Fig. 1: clock wires, drivers and flops
The bar under the picture is 20 um long.
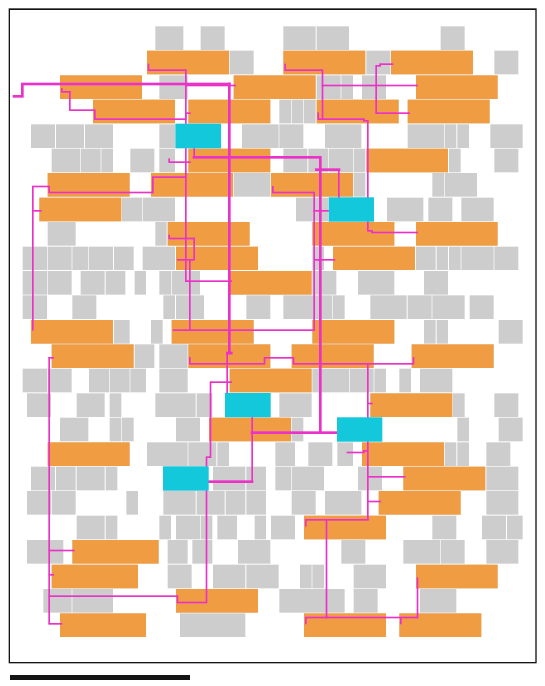
Fig. 2: ports around the boundary
Pins as bars across the die edge, other pins in grey.
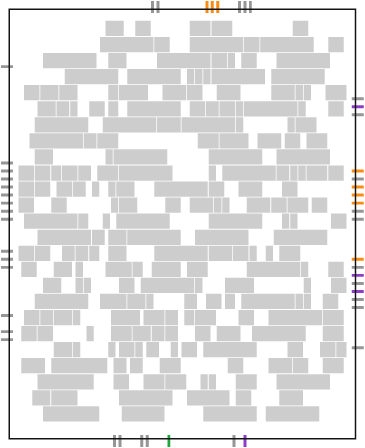
Fig. 3: cell classes on the final placement
Fill, decap, tap and diode cells in grey.
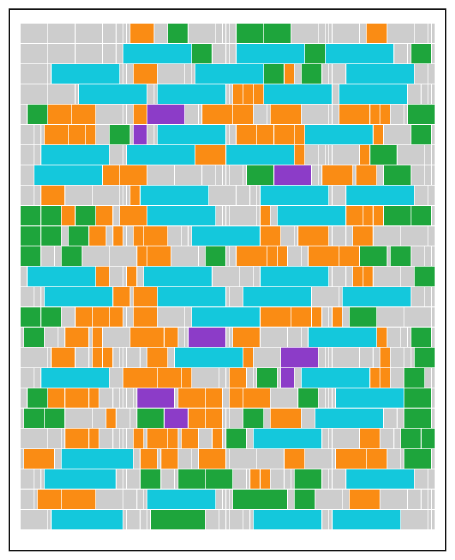
Fig. 4: placement view
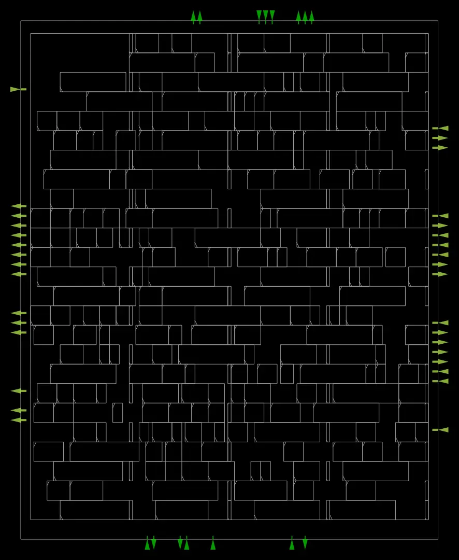
Fig. 5: routed metal, one colour a layer
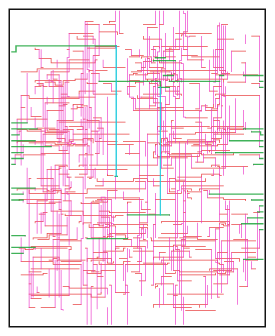
**config.mk**
```make
export PLATFORM = sky130hd
export DESIGN_NAME = alu_result_skid_buffer
export DESIGN_NICKNAME = d
export VERILOG_FILES = /design/src/rtl/alu_result_skid_buffer.sv
export SDC_FILE = /design/constraint.sdc
export NUM_CORES = 1
export LEC_CHECK = 0
export CORE_ASPECT_RATIO = 1.25
export CORE_UTILIZATION = 48
export CTS_CLUSTER_DIAMETER = 80
export DETAILED_ROUTE_END_ITERATION = 7
export PLACE_DENSITY = 0.75
export SLEW_MARGIN = 20
export SYNTH_ARGS = -nofsm -noshare
export SYNTH_HDL_FRONTEND = slang
export SYNTH_SLANG_ARGS = --single-unit
```
**constraint.sdc**
```tcl
create_clock -name clk -period 2.05 [get_ports clk]
set_input_delay 0.3075 -clock clk [delete_from_list [all_inputs] [get_ports clk]]
set_output_delay 0.3075 -clock clk [all_outputs]
set_load 0.1 [all_outputs]
```
**src/rtl/alu_result_skid_buffer.sv**
```systemverilog
// alu_result_skid_buffer
//
// Registered output stage behind the ALU subunits. Each accepted result is
// stored together with its 4-bit operation tag and a zero flag computed at
// capture time. Results are handed to the consumer over a valid/ready
// handshake. A two-entry skid buffer sustains one transfer per cycle, and
// in_ready is decoded from registered state only, so out_ready has no
// combinational path to in_ready.
//
// Ports:
//   clk               clock, rising edge
//   rst_n             asynchronous active-low reset
//   flush             synchronous discard of every buffered entry
//   in_valid          producer offers a result
//   in_ready          buffer can take a result this cycle
//   in_result         subunit result (OPD_LENGTH bits)
//   in_alu_op_select  operation tag travelling with the result
//   out_valid         out_* hold a valid entry
//   out_ready         consumer takes the entry this cycle
//   out_result        buffered result
//   out_alu_op_select buffered operation tag
//   out_zero          1 when out_result is zero (stored with the entry)
//   xfer_count        completed output transfers, wraps around

module alu_result_skid_buffer #(
    parameter int OPD_LENGTH = 8,
    parameter int CNT_WIDTH  = 16
) (
    input  logic                  clk,
    input  logic                  rst_n,
    input  logic                  flush,
    input  logic                  in_valid,
    output logic                  in_ready,
    input  logic [OPD_LENGTH-1:0] in_result,
    input  logic [3:0]            in_alu_op_select,
    output logic                  out_valid,
    input  logic                  out_ready,
    output logic [OPD_LENGTH-1:0] out_result,
    output logic [3:0]            out_alu_op_select,
    output logic                  out_zero,
    output logic [CNT_WIDTH-1:0]  xfer_count
);

    typedef enum logic [1:0] {
        EMPTY = 2'd0,
        ONE   = 2'd1,
        FULL  = 2'd2
    } state_t;

    state_t state;
    state_t state_next;

    // Main entry (drives out_*) and skid entry.
    logic [OPD_LENGTH-1:0] m_result;
    logic [3:0]            m_op;
    logic                  m_zero;
    logic [OPD_LENGTH-1:0] s_result;
    logic [3:0]            s_op;
    logic                  s_zero;

    logic in_fire;
    logic out_fire;
    logic load_m_in;
    logic load_m_skid;
    logic load_s_in;
    logic in_zero;

    assign in_ready  = (state != FULL);
    assign out_valid = (state != EMPTY);
    assign in_fire   = in_valid & in_ready;
    assign out_fire  = out_valid & out_ready;
    assign in_zero   = ~|in_result;

    assign out_result        = m_result;
    assign out_alu_op_select = m_op;
    assign out_zero          = m_zero;

    always_ff @(posedge clk or negedge rst_n) begin
        if (!rst_n) begin
            state <= EMPTY;
        end else begin
            state <= state_next;
        end
    end

    always_comb begin
        state_next  = state;
        load_m_in   = 1'b0;
        load_m_skid = 1'b0;
        load_s_in   = 1'b0;
        if (flush) begin
            // Any accepted input this cycle is dropped; out_* keep their
            // last values and only the valid indication goes away.
            state_next = EMPTY;
        end else begin
            case (state)
                EMPTY: begin
                    if (in_fire) begin
                        load_m_in  = 1'b1;
                        state_next = ONE;
                    end
                end
                ONE: begin
                    if (in_fire && out_fire) begin
                        load_m_in = 1'b1;
                    end else if (in_fire) begin
                        load_s_in  = 1'b1;
                        state_next = FULL;
                    end else if (out_fire) begin
                        state_next = EMPTY;
                    end
                end
                FULL: begin
                    if (out_fire) begin
                        load_m_skid = 1'b1;
                        state_next  = ONE;
                    end
                end
                default: begin
                    state_next = EMPTY;
                end
            endcase
        end
    end

    always_ff @(posedge clk or negedge rst_n) begin
        if (!rst_n) begin
            m_result <= '0;
            m_op     <= '0;
            m_zero   <= 1'b0;
        end else if (load_m_in) begin
            m_result <= in_result;
            m_op     <= in_alu_op_select;
            m_zero   <= in_zero;
        end else if (load_m_skid) begin
            m_result <= s_result;
            m_op     <= s_op;
            m_zero   <= s_zero;
        end
    end

    always_ff @(posedge clk or negedge rst_n) begin
        if (!rst_n) begin
            s_result <= '0;
            s_op     <= '0;
            s_zero   <= 1'b0;
        end else if (load_s_in) begin
            s_result <= in_result;
            s_op     <= in_alu_op_select;
            s_zero   <= in_zero;
        end
    end

    // Counts every output handshake, including one coinciding with flush.
    always_ff @(posedge clk or negedge rst_n) begin
        if (!rst_n) begin
            xfer_count <= '0;
        end else if (out_fire) begin
            xfer_count <= xfer_count + CNT_WIDTH'(1);
        end
    end

endmodule

```
==> results.txt <==
This note records the results obtained with Yosys and OpenROAD.

Outcome
The run finished with clean final reports.

Critical path
The worst reg-to-reg path cell count is 5. STA classifies the critical path startpoint as an input pin. The peak per-stage delay on the critical path is 0.59 ns. Per STA, the worst path accumulates the most delay in the family simple AND/OR/NAND/NOR gates.

The capturing element type of the critical path is a flop.

Cells and area
The count of clock-net buffers in the final layout is 5. The number of flip-flops and latches is 44. The number of standard cells in the final layout excluding fillers is 279. The relative area change from synthesis to final layout is 32.4%. In the final layout, the multi-input gates occupy 772 um^2.

Floorplan
The die covers 4230 um^2. The vertical die dimension reported for this design is 72.5 um.

Power
The static leakage is 1.22 nW. In this run, power in combinational logic comes to 1.14 mW. The dominant power group in this design is registers. The portion of total power attributed to combinational logic is roughly 40%. The worst VDD IR drop from the latest analysis is 1.05 mV.

STA
The final timing report gives a worst setup slack of 0.331 ns. The slew at the pin closest to its max-slew limit is 0.439 ns. Setup violations remaining at the end of the flow were counted as 0. Checking max transition, the worst relative margin is 70.7%. Hold-check failures listed in the final report amount to 0.

The timing-limited maximum frequency is between 0.5 and 0.6 GHz. The worst hold margin is 0.472 ns. The final setup TNS is 0 ns.

Placement
The area after detailed placement is 2430 um^2. In the placement report, post-DP HPWL is listed as 2910 um. The placement summary gives the final routability congestion estimate as 0.780. The buffer_ports step reported a buffer count of 47.

Clock network
The clock drives 44 sinks. Per the CTS log, the buffer count on the longest clock path is 2. The number of setup buffers added after CTS is 0.

Yosys
Counting flops with an async set or reset pin after synthesis yields a share of 100%. Counting the warning lines in the Yosys log gives 0. The synthesized netlist net count is 184. The most area-hungry cell type in the Yosys netlist is sky130_fd_sc_hd__dfrtp_1.

The synthesized-area fraction occupied by ao, oa, aoi and oai cells is 7.34%.

Global route
The number of global-route vias before repair is ~1,500. The sum of overflow across all layers after global routing is 0.

Worst hold path
Note that the worst hold path type here is input pin to async pin.

Route
The total length of routed wires is 4090 um. The highest layer touched by signal routing is met4. The DRC violation count after routing is 0.

Run
Across all stage logs, warnings added up to 26.
About Fig. 1:
[cyan] cells driving clock nets | count: 5
[magenta] clock wires | length: 531 um
[orange] flip-flops | count: 44
flops lie	all over the die

About Fig. 2:
colour	port	pins	direction	edge
green	in_valid	1	input	south
orange	in_result	8	input	5 east, 3 north
purple	out_alu_op_select	4	output	3 east, 1 south
all pins by edge	18 east, 15 west, 8 north, 7 south

About Fig. 3:
colour	class	cells	share of their area
green	other buffers and delay cells	56	20%
orange	all other logic	117	32%
purple	clock drivers and dummy loads	8	3.6%
cyan	flip-flops	44	45%

About Fig. 4:
site row count: 25
Well-Tap Cells: 54
filler cell count: 306

About Fig. 5:
colour	layer	wire length
magenta	met2	2,110 um
green	met3	202 um
red	met1	1,720 um
cyan	met4	59.2 um

Power figures rest on the tool's default switching activity, not on a simulated workload.
